run_1/met1.png
The bar under the picture is 10 µm long.
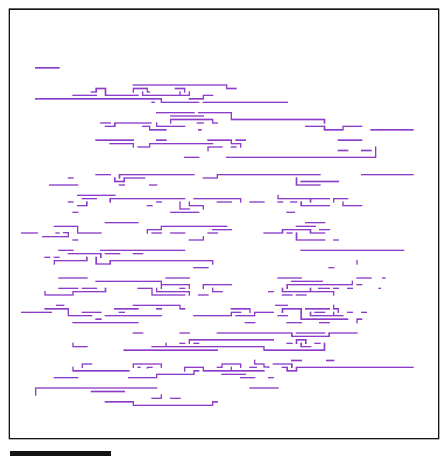
run_1/met2.png
The bar under the picture is 10 µm long.
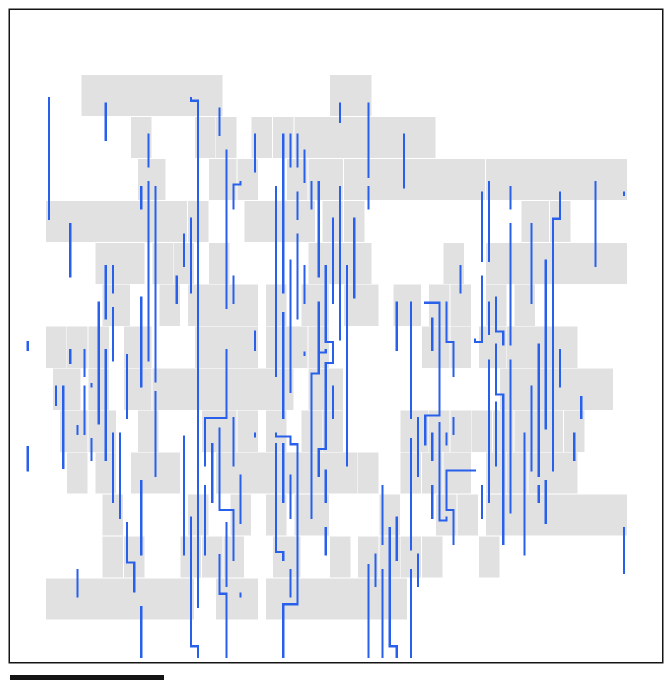
run_1/met3.png
The bar under the picture is 10 µm long.
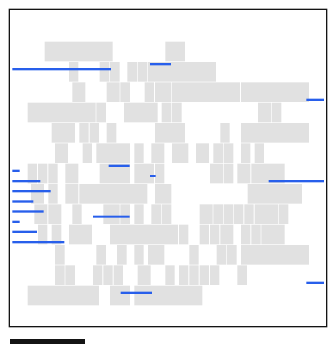
--- src/rtl/gray_sweep_pkg.sv ---
// Shared types and defaults for the Gray-sweep arbiter and its datapath.
package gray_sweep_pkg;

  localparam int unsigned DefWidth  = 3;
  localparam int unsigned DefStepsW = 3;

  typedef enum logic [1:0] {
    StIdle = 2'b00,
    StRun  = 2'b01,
    StDone = 2'b10
  } state_e;

endpackage

--- src/rtl/gray_step.sv ---
// Gray-code datapath register: moves one code up or down when en_i is high.
module gray_step #(
  parameter int unsigned Width = 3
) (
  input  logic             clk_i,
  input  logic             rst_ni,
  input  logic             en_i,
  input  logic             up_i,
  output logic [Width-1:0] value_o
);

  logic [Width-1:0] value_q, value_d;
  logic [Width-1:0] bin, bin_nxt;

  // Step in binary space and re-encode; keeps the code sequence exact for any width.
  always_comb begin
    for (int i = 0; i < int'(Width); i++) begin
      bin[i] = ^(value_q >> i);
    end
    bin_nxt = up_i ? (bin + Width'(1)) : (bin - Width'(1));
    value_d = en_i ? (bin_nxt ^ (bin_nxt >> 1)) : value_q;
  end

  always_ff @(posedge clk_i or negedge rst_ni) begin
    if (!rst_ni) begin
      value_q <= '0;
    end else begin
      value_q <= value_d;
    end
  end

  assign value_o = value_q;

endmodule

--- src/rtl/gray_sweep_arbiter.sv ---
// Round-robin owner of a shared Gray counter; each grant runs a sweep of N steps.
// Optional early termination on dropped request: define GRAY_SWEEP_ABORT_EN.
module gray_sweep_arbiter
  import gray_sweep_pkg::*;
#(
  parameter int unsigned WIDTH   = DefWidth,
  parameter int unsigned STEPS_W = DefStepsW
) (
  input  logic               clk_i,
  input  logic               rst_ni,
  input  logic [1:0]         req_i,
  input  logic [1:0]         up_not_down_i,
  input  logic [STEPS_W-1:0] steps0_i,
  input  logic [STEPS_W-1:0] steps1_i,
  output logic [1:0]         grant_o,
  output logic               busy_o,
  output logic [1:0]         done_o,
  output logic [WIDTH-1:0]   gray_o
);

  state_e             state_q, state_d;
  logic               owner_q, owner_d;
  logic               dir_q, dir_d;
  logic               last_q, last_d;
  logic [STEPS_W-1:0] rem_q, rem_d;
  logic               winner;
  logic               step_en;

  always_ff @(posedge clk_i or negedge rst_ni) begin
    if (!rst_ni) begin
      state_q <= StIdle;
      owner_q <= 1'b0;
      dir_q   <= 1'b0;
      last_q  <= 1'b1;
      rem_q   <= '0;
    end else begin
      state_q <= state_d;
      owner_q <= owner_d;
      dir_q   <= dir_d;
      last_q  <= last_d;
      rem_q   <= rem_d;
    end
  end

  always_comb begin
    state_d = state_q;
    owner_d = owner_q;
    dir_d   = dir_q;
    last_d  = last_q;
    rem_d   = rem_q;
    step_en = 1'b0;
    // On contention the requester not served last wins.
    winner  = (req_i == 2'b11) ? ~last_q : req_i[1];
    unique case (state_q)
      StIdle: begin
        if (|req_i) begin
          owner_d = winner;
          last_d  = winner;
          dir_d   = up_not_down_i[winner];
          rem_d   = winner ? steps1_i : steps0_i;
          state_d = StRun;
        end
      end
      StRun: begin
`ifdef GRAY_SWEEP_ABORT_EN
        if (!req_i[owner_q]) begin
          state_d = StDone;
        end else if (rem_q != '0) begin
          step_en = 1'b1;
          rem_d   = rem_q - STEPS_W'(1);
        end else begin
          state_d = StDone;
        end
`else
        if (rem_q != '0) begin
          step_en = 1'b1;
          rem_d   = rem_q - STEPS_W'(1);
        end else begin
          state_d = StDone;
        end
`endif
      end
      StDone: begin
        state_d = StIdle;
      end
      default: begin
        state_d = StIdle;
      end
    endcase
  end

  always_comb begin
    grant_o = 2'b00;
    done_o  = 2'b00;
    if (state_q != StIdle) begin
      grant_o = owner_q ? 2'b10 : 2'b01;
    end
    if (state_q == StDone) begin
      done_o = grant_o;
    end
    busy_o = |grant_o;
  end

  gray_step #(
    .Width(WIDTH)
  ) u_gray_step (
    .clk_i  (clk_i),
    .rst_ni (rst_ni),
    .en_i   (step_en),
    .up_i   (dir_q),
    .value_o(gray_o)
  );

endmodule

--- config.mk ---
export PLATFORM = sky130hd
export DESIGN_NAME = gray_sweep_arbiter
export DESIGN_NICKNAME = d
export VERILOG_FILES = /design/src/rtl/gray_sweep_pkg.sv /design/src/rtl/gray_step.sv /design/src/rtl/gray_sweep_arbiter.sv
export SDC_FILE = /design/constraint.sdc
export NUM_CORES = 1
export LEC_CHECK = 0
export ABC_AREA = 1
export CAP_MARGIN = 10
export CORE_MARGIN = 2
export CORE_UTILIZATION = 50
export DETAILED_ROUTE_END_ITERATION = 7
export DONT_BUFFER_PORTS = 1
export PLACE_DENSITY = 0.68
export SYNTH_ARGS = -nofsm -noshare
export SYNTH_HDL_FRONTEND = slang
export SYNTH_SLANG_ARGS = --single-unit
--- constraint.sdc ---
create_clock -name clk_i -period 2.55 [get_ports clk_i]
set_clock_uncertainty 0.15 [all_clocks]
set_input_delay 0.765 -clock clk_i [delete_from_list [all_inputs] [get_ports clk_i]]
set_output_delay 0.765 -clock clk_i [all_outputs]
set_load 0.005 [all_outputs]
==> impl_metrics.env, run 1 <==
# implementation run metrics
export IMPL_wl_met2_um=655
export IMPL_synth_yosys_chip_area_um2=732.0
export IMPL_setup_violations_final=0
export IMPL_required_ps=2560
export IMPL_timing_max_cap_violations=0
export IMPL_detailedRoute_firstPassIterationCount=4
export IMPL_cell_depth_of_the_worst_setup_path=10
export IMPL_postRouteAntennaNets=0
export IMPL_reg2reg_from="u_gray_step.value_o[2]$_DFFE_PN0P_"
export IMPL_clk_pin_slew_worst_paths_ps=70
export IMPL_seq_power_share=0.281
export IMPL_fp_util=0.5488
export IMPL_power_sequential_total_uw=364
export IMPL_switching_fraction=0.5013
export IMPL_reg2reg_setup_slack_ps=420
export IMPL_crit_reg2reg_capture="u_gray_step.value_o[2]$_DFFE_PN0P_"
export IMPL_clock_sinks=11
export IMPL_timing_setup_critical_path_class="reg -> reg"
export IMPL_top_cells_by_count="nand2_1 (35), inv_1 (13), nand3_1 (12)"
export IMPL_num_rows=13
export IMPL_num_io_pins=20
export IMPL_fmax_mhz=469.1
export IMPL_clk_lat_worst_skew_ps=280
export IMPL_final_period_minus_worst_setup_slack_ps=2132
export IMPL_cts_hold_buf=0
export IMPL_timing_critical_path_to="u_gray_step.value_o[2]$_DFFE_PN0P_"
export IMPL_critical_path_top_delay_family="XOR/XNOR gates"
export IMPL_dr_first_iter_drc_count=10
export IMPL_clk_power_uw=125
export IMPL_unrepaired_setup_endpoints_after_global_routing="no"
export IMPL_layout_cells_most_common_list="nand2_1 (35), inv_1 (13), nand3_1 (12)"
export IMPL_gr_usage_all_layers=0.1911
export IMPL_synth_warnings=0
export IMPL_placement_cell_area_um2=750.7
export IMPL_reg2reg_depth=10
export IMPL_number_of_different_library_cells_in_the_post_synthesis_netlist=20
export IMPL_tightest_slew_ps=337.5
export IMPL_post_synth_main_logic_family="simple AND/OR/NAND/NOR gates"
export IMPL_setup_ws_ps=418.1
export IMPL_grt_max_degree=12
export IMPL_dr_wl_met3_um=63
export IMPL_drt_total_wl_um=1370
export IMPL_synth_cellmix_adderShare=0.07863
export IMPL_num_antenna_cells=0
export IMPL_final_hold_viol_count=0
export IMPL_holdCritPathClass="in -> async"
export IMPL_power_net_switching_uw=650.0
export IMPL_finalPower_mw=1.297
export IMPL_most_used_dff_post_synth="dfrtp_1"
export IMPL_avgSynthCellArea_um2=7.106
export IMPL_grt_first_pass_wirelength_um=2518
export IMPL_placer_s_final_routability_congestion_estimate=0.8289
export IMPL_critPathMostFrequentCell="nand2_1"
export IMPL_clockPowerShare=0.096
export IMPL_status="complete, no violations"
export IMPL_grt_antenna_before_repair=0
export IMPL_ys_async_sr_fraction=1.000
export IMPL_postCtsResizedCells=0
export IMPL_cts_inserted_buffers=3
export IMPL_p_int_uw=646.7
export IMPL_post_place_cells=118
export IMPL_cts_tree="built"
export IMPL_area_growth_pct=6.154
## Picture notes: met1.png
main direction = horizontal
share of all routed wire = 44%
wire length on this layer = 607 µm
nets with wire on the layer = 109

## Picture notes: met2.png
main direction = vertical
share of all routed wire = 48%
nets with wire on the layer = 100

## Picture notes: met3.png
wire length on this layer = 63.7 µm
nets with wire on the layer = 14
share of all routed wire = 4.7%
main direction = horizontal
longest straight run = 12.9 µm

[run 1: cell type report]
cell class	count	area, µm²
Clock buffer	4	26.28
Fill cell	138	556.8
Inverter	15	56.30
Multi-Input combinational cell	77	399.1
Sequential cell	11	276.5
Tap cell	15	18.77
[run 1: state kept, by name, indices dropped and copies added, names as in the netlist]
| name | flops |
|---|---|
| state_q | 2 |
| dir_q | 1 |
| u_gray_step.value_o | 3 |
| owner_q | 1 |
| rem_q | 3 |
| last_q | 1 |
[run 1: metal layers]
metal | GRT usage | vias to the layer above
met5 | 0 | -
met2 | 0.3108 | 17
met3 | 0.04741 | 5
met1 | 0.2172 | 290
met4 | 0.1313 | 0
li1 | - | 329
run_1/density.png
8 x 8 tiles, from white (low) to dark blue (high), 0 to 100% covered.
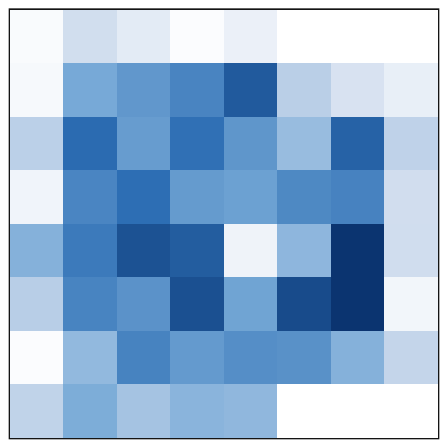

==> run 1 -> run 2 <==
==> constraint.sdc (replaced) <==
create_clock -name clk_i -period 2.1 [get_ports clk_i]
set_clock_uncertainty 0.15 [all_clocks]
set_input_delay 0.63 -clock clk_i [delete_from_list [all_inputs] [get_ports clk_i]]
set_output_delay 0.63 -clock clk_i [all_outputs]
set_load 0.005 [all_outputs]
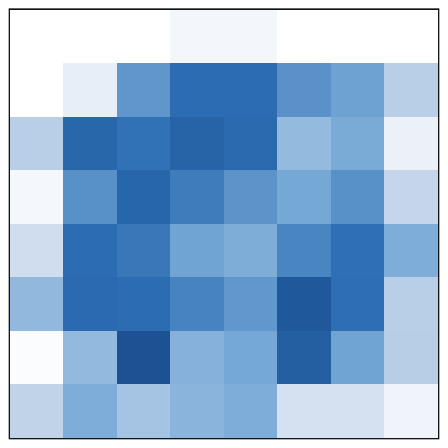
run_2/density.png
8 x 8 tiles, from white (low) to dark blue (high), 0 to 100% covered.
densest ninth of the die = middle
fullest tile = 86%
mean over tiles = 44%
nearly empty tiles = 13%

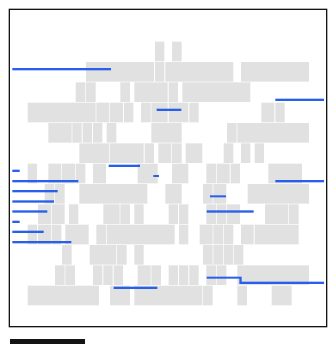
run_2/met3.png
The bar under the picture is 10 µm long.
main direction = horizontal
nets with wire on the layer = 15
longest straight run = 12.9 µm
wire length on this layer = 98.7 µm

==> impl_metrics.env, run 2 <==
# implementation run metrics
export IMPL_unrepaired_setup_endpoints_after_global_routing="no"
export IMPL_final_hold_viol_count=0
export IMPL_use_met2=0.3231
export IMPL_timing_max_cap_violations=0
export IMPL_gr_usage_all_layers=0.1975
export IMPL_critical_path_top_delay_family="flip-flops"
export IMPL_comb_area_share=0.5070
export IMPL_layout_cells_most_common_list="nand2_1 (35), inv_1 (13), nand3_1 (12)"
export IMPL_layout_non_clock_inverters=15
export IMPL_top_cells_by_count="nand2_1 (35), inv_1 (13), nand3_1 (12)"
export IMPL_grt_busiest_layer="met2"
export IMPL_grtUsageMet3=0.05603
export IMPL_met1_use_gr=0.2285
export IMPL_n_all_buffers=2
export IMPL_numSequentialCells=11
export IMPL_required_ps=2110
export IMPL_crit_reg2reg_capture="u_gray_step.value_o[2]$_DFFE_PN0P_"
export IMPL_num_antenna_cells=0
export IMPL_grt_first_pass_wirelength_um=2622
export IMPL_yosys_stat_cells=103
export IMPL_seq_area_um2=279.0
export IMPL_clk_pin_slew_worst_paths_ps=80
export IMPL_seq_cell_share=0.3457
export IMPL_post_place_cells=119
export IMPL_dr_wl_met3_um=98
export IMPL_wl_met2_um=719
export IMPL_most_used_dff_post_synth="dfrtp_1"
export IMPL_clock_sinks=11
export IMPL_dominant_cell_class="multi-input combinational cells"
export IMPL_setup_violations_final=0
export IMPL_cts_tree="built"
export IMPL_tightest_slew_ps=481.4
export IMPL_cell_depth_of_the_worst_setup_path=10
export IMPL_num_rows=13
export IMPL_area_share_nonclk_buffers=0.02171
export IMPL_seq_power_share=0.276
export IMPL_timing_setup_critical_path_class="reg -> reg"
export IMPL_final_comb_area_um2=409.1
export IMPL_placement_cell_area_um2=758.2
export IMPL_reg2reg_setup_slack_ps=200
export IMPL_clk_power_uw=149
export IMPL_reg2reg_depth=10
export IMPL_synth_yosys_chip_area_um2=732.0
export IMPL_avgSynthCellArea_um2=7.106
export IMPL_power_net_switching_uw=817.2
export IMPL_final_period_minus_worst_setup_slack_ps=1899
export IMPL_power_sequential_total_uw=455
export IMPL_clockPowerShare=0.091
export IMPL_detail_route_wirelength_met1_um=604
export IMPL_dr_first_iter_drc_count=15
export IMPL_clk_buf_instances=4
export IMPL_grt_max_degree=11
export IMPL_detailedRoute_firstPassIterationCount=4
export IMPL_critPathMostFrequentCell="nand2_1"
export IMPL_fp_util=0.5488
export IMPL_drt_total_wl_um=1443
export IMPL_grt_antenna_before_repair=0
export IMPL_synth_warnings=0
export IMPL_finalPower_mw=1.646
export IMPL_placer_s_final_routability_congestion_estimate=0.8202
export IMPL_timing_critical_path_to="u_gray_step.value_o[2]$_DFFE_PN0P_"
export IMPL_clock_tree_area_fraction=0.03256
export IMPL_fmax_mhz=526.6
export IMPL_setup_ws_ps=201.1
export IMPL_switching_fraction=0.4965
export IMPL_holdCritPathClass="in -> async"
export IMPL_status="complete, no violations"
export IMPL_ys_async_sr_fraction=1.000
export IMPL_cts_inserted_buffers=3
export IMPL_area_growth_pct=10.26
export IMPL_number_of_different_library_cells_in_the_post_synthesis_netlist=20
export IMPL_p_int_uw=828.7
export IMPL_layout_filler_cells=135
export IMPL_reg2reg_from="u_gray_step.value_o[1]$_DFFE_PN0P_"
export IMPL_num_io_pins=20
export IMPL_nMultiInputCombCells=77
[run 2: cell types whose count changed in the layout (fill, tap and decap cells not counted)]
cell           change
fa_1               -1
dlygate4sd3_1      +1
xor2_2             +1
fa_2               +1
xor2_1             -1
dfrtp_2            +2
buf_4              +1
dfrtp_1            -2
[run 2: kinds of logic (layout without fill, tap and decap cells)]
logic type | Yosys count | count (layout) | share of synthesized area
flip-flops | 11 | 11 | 0.3778
XOR/XNOR | 2 | 2 | 0.02394
AND/OR/NAND/NOR | 64 | 64 | 0.3829
buffers and inverters | 15 | 21 | 0.07693
adder cells (fa/ha/maj) | 4 | 4 | 0.07864
AND-OR/OR-AND | 7 | 7 | 0.05983
[run 2: repair_timing]
action                                  in CTS  in global routing
endpoints found under the setup margin       0                  2
endpoints found under the hold margin       10                  0
hold buffers                                 1                  0
resized                                      0                  4
==> run 2 -> run 3 <==
--- a/config.mk
+++ b/config.mk
@@ -9,6 +9,7 @@
 export CAP_MARGIN = 10
 export CORE_MARGIN = 2
 export CORE_UTILIZATION = 50
+export CTS_CLUSTER_DIAMETER = 50
 export DETAILED_ROUTE_END_ITERATION = 7
 export DONT_BUFFER_PORTS = 1
 export PLACE_DENSITY = 0.68
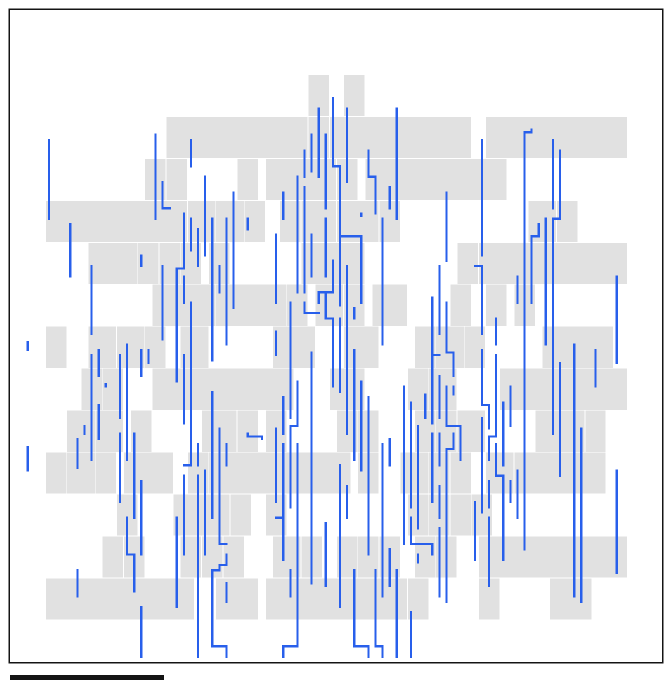
run_3/met2.png
The bar under the picture is 10 µm long.
wire length on this layer = 719 µm
main direction = vertical
longest straight run = 27.0 µm
nets with wire on the layer = 100
share of all routed wire = 50%

==> impl_metrics.env, run 3 <==
# implementation run metrics
export IMPL_final_period_minus_worst_setup_slack_ps=1899
export IMPL_reg2reg_depth=10
export IMPL_critical_path_top_delay_family="flip-flops"
export IMPL_status="complete, no violations"
export IMPL_timing_max_cap_violations=0
export IMPL_timing_setup_critical_path_class="reg -> reg"
export IMPL_ys_async_sr_fraction=1.000
export IMPL_gr_usage_all_layers=0.1975
export IMPL_final_comb_area_um2=409.1
export IMPL_avgSynthCellArea_um2=7.106
export IMPL_area_growth_pct=10.26
export IMPL_num_rows=13
export IMPL_p_int_uw=828.7
export IMPL_clk_lat_worst_skew_ps=270
export IMPL_grt_first_pass_wirelength_um=2622
export IMPL_synth_warnings=0
export IMPL_layout_cells_most_common_list="nand2_1 (35), inv_1 (13), nand3_1 (12)"
export IMPL_synth_yosys_chip_area_um2=732.0
export IMPL_timing_critical_path_to="u_gray_step.value_o[2]$_DFFE_PN0P_"
export IMPL_reg2reg_setup_slack_ps=200
export IMPL_holdCritPathClass="in -> async"
export IMPL_most_used_dff_post_synth="dfrtp_1"
export IMPL_critPathMostFrequentCell="nand2_1"
export IMPL_clk_pin_slew_worst_paths_ps=80
export IMPL_synthAoiAreaFrac=0.05983
export IMPL_cell_depth_of_the_worst_setup_path=10
export IMPL_synth_cellmix_adderShare=0.07863
export IMPL_setup_violations_final=0
export IMPL_tightest_slew_ps=481.4
export IMPL_seq_area_um2=279.0
export IMPL_clk_power_uw=149
export IMPL_dr_first_iter_drc_count=15
export IMPL_final_hold_viol_count=0
export IMPL_post_place_cells=119
export IMPL_num_io_pins=20
export IMPL_clockPowerShare=0.091
export IMPL_fmax_mhz=526.6
export IMPL_power_sequential_total_uw=455
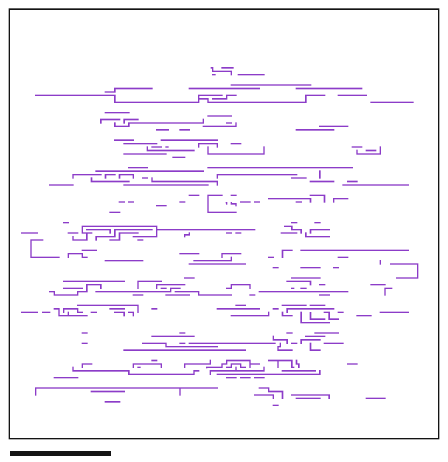
run_3/met1.png
The bar under the picture is 10 µm long.
wire length on this layer = 604 µm
nets with wire on the layer = 112
longest straight run = 17.9 µm
main direction = horizontal
share of all routed wire = 42%

run 3: cell counts after synthesis:
Identical to the previous run, type by type.
run 3: cell type report:
cell class	count	area share
repair buffers	2	0.02171
clock buffers	4	0.03256
well taps	15	0.02326
multi-input cells	77	0.5070
flip-flops and latches	11	0.3457
inverters	15	0.06977
run 3: metal layers:
| layer | routed length (µm) | part of all wire | track usage | vias up |
|---|---|---|---|---|
| met5 | 0 | 0 | 0 | - |
| met4 | 21 | 0.015 | 0.1125 | 0 |
| met3 | 98 | 0.068 | 0.05603 | 4 |
| met2 | 719 | 0.50 | 0.3231 | 22 |
| met1 | 604 | 0.42 | 0.2285 | 290 |
| li1 | - | - | - | 331 |
run 3: timing repair:
item / CTS / global route
endpoints found under the hold margin: 10 / 0
gates resized: 0 / 4
setup endpoints to repair: 0 / 2
hold buffers: 1 / 0
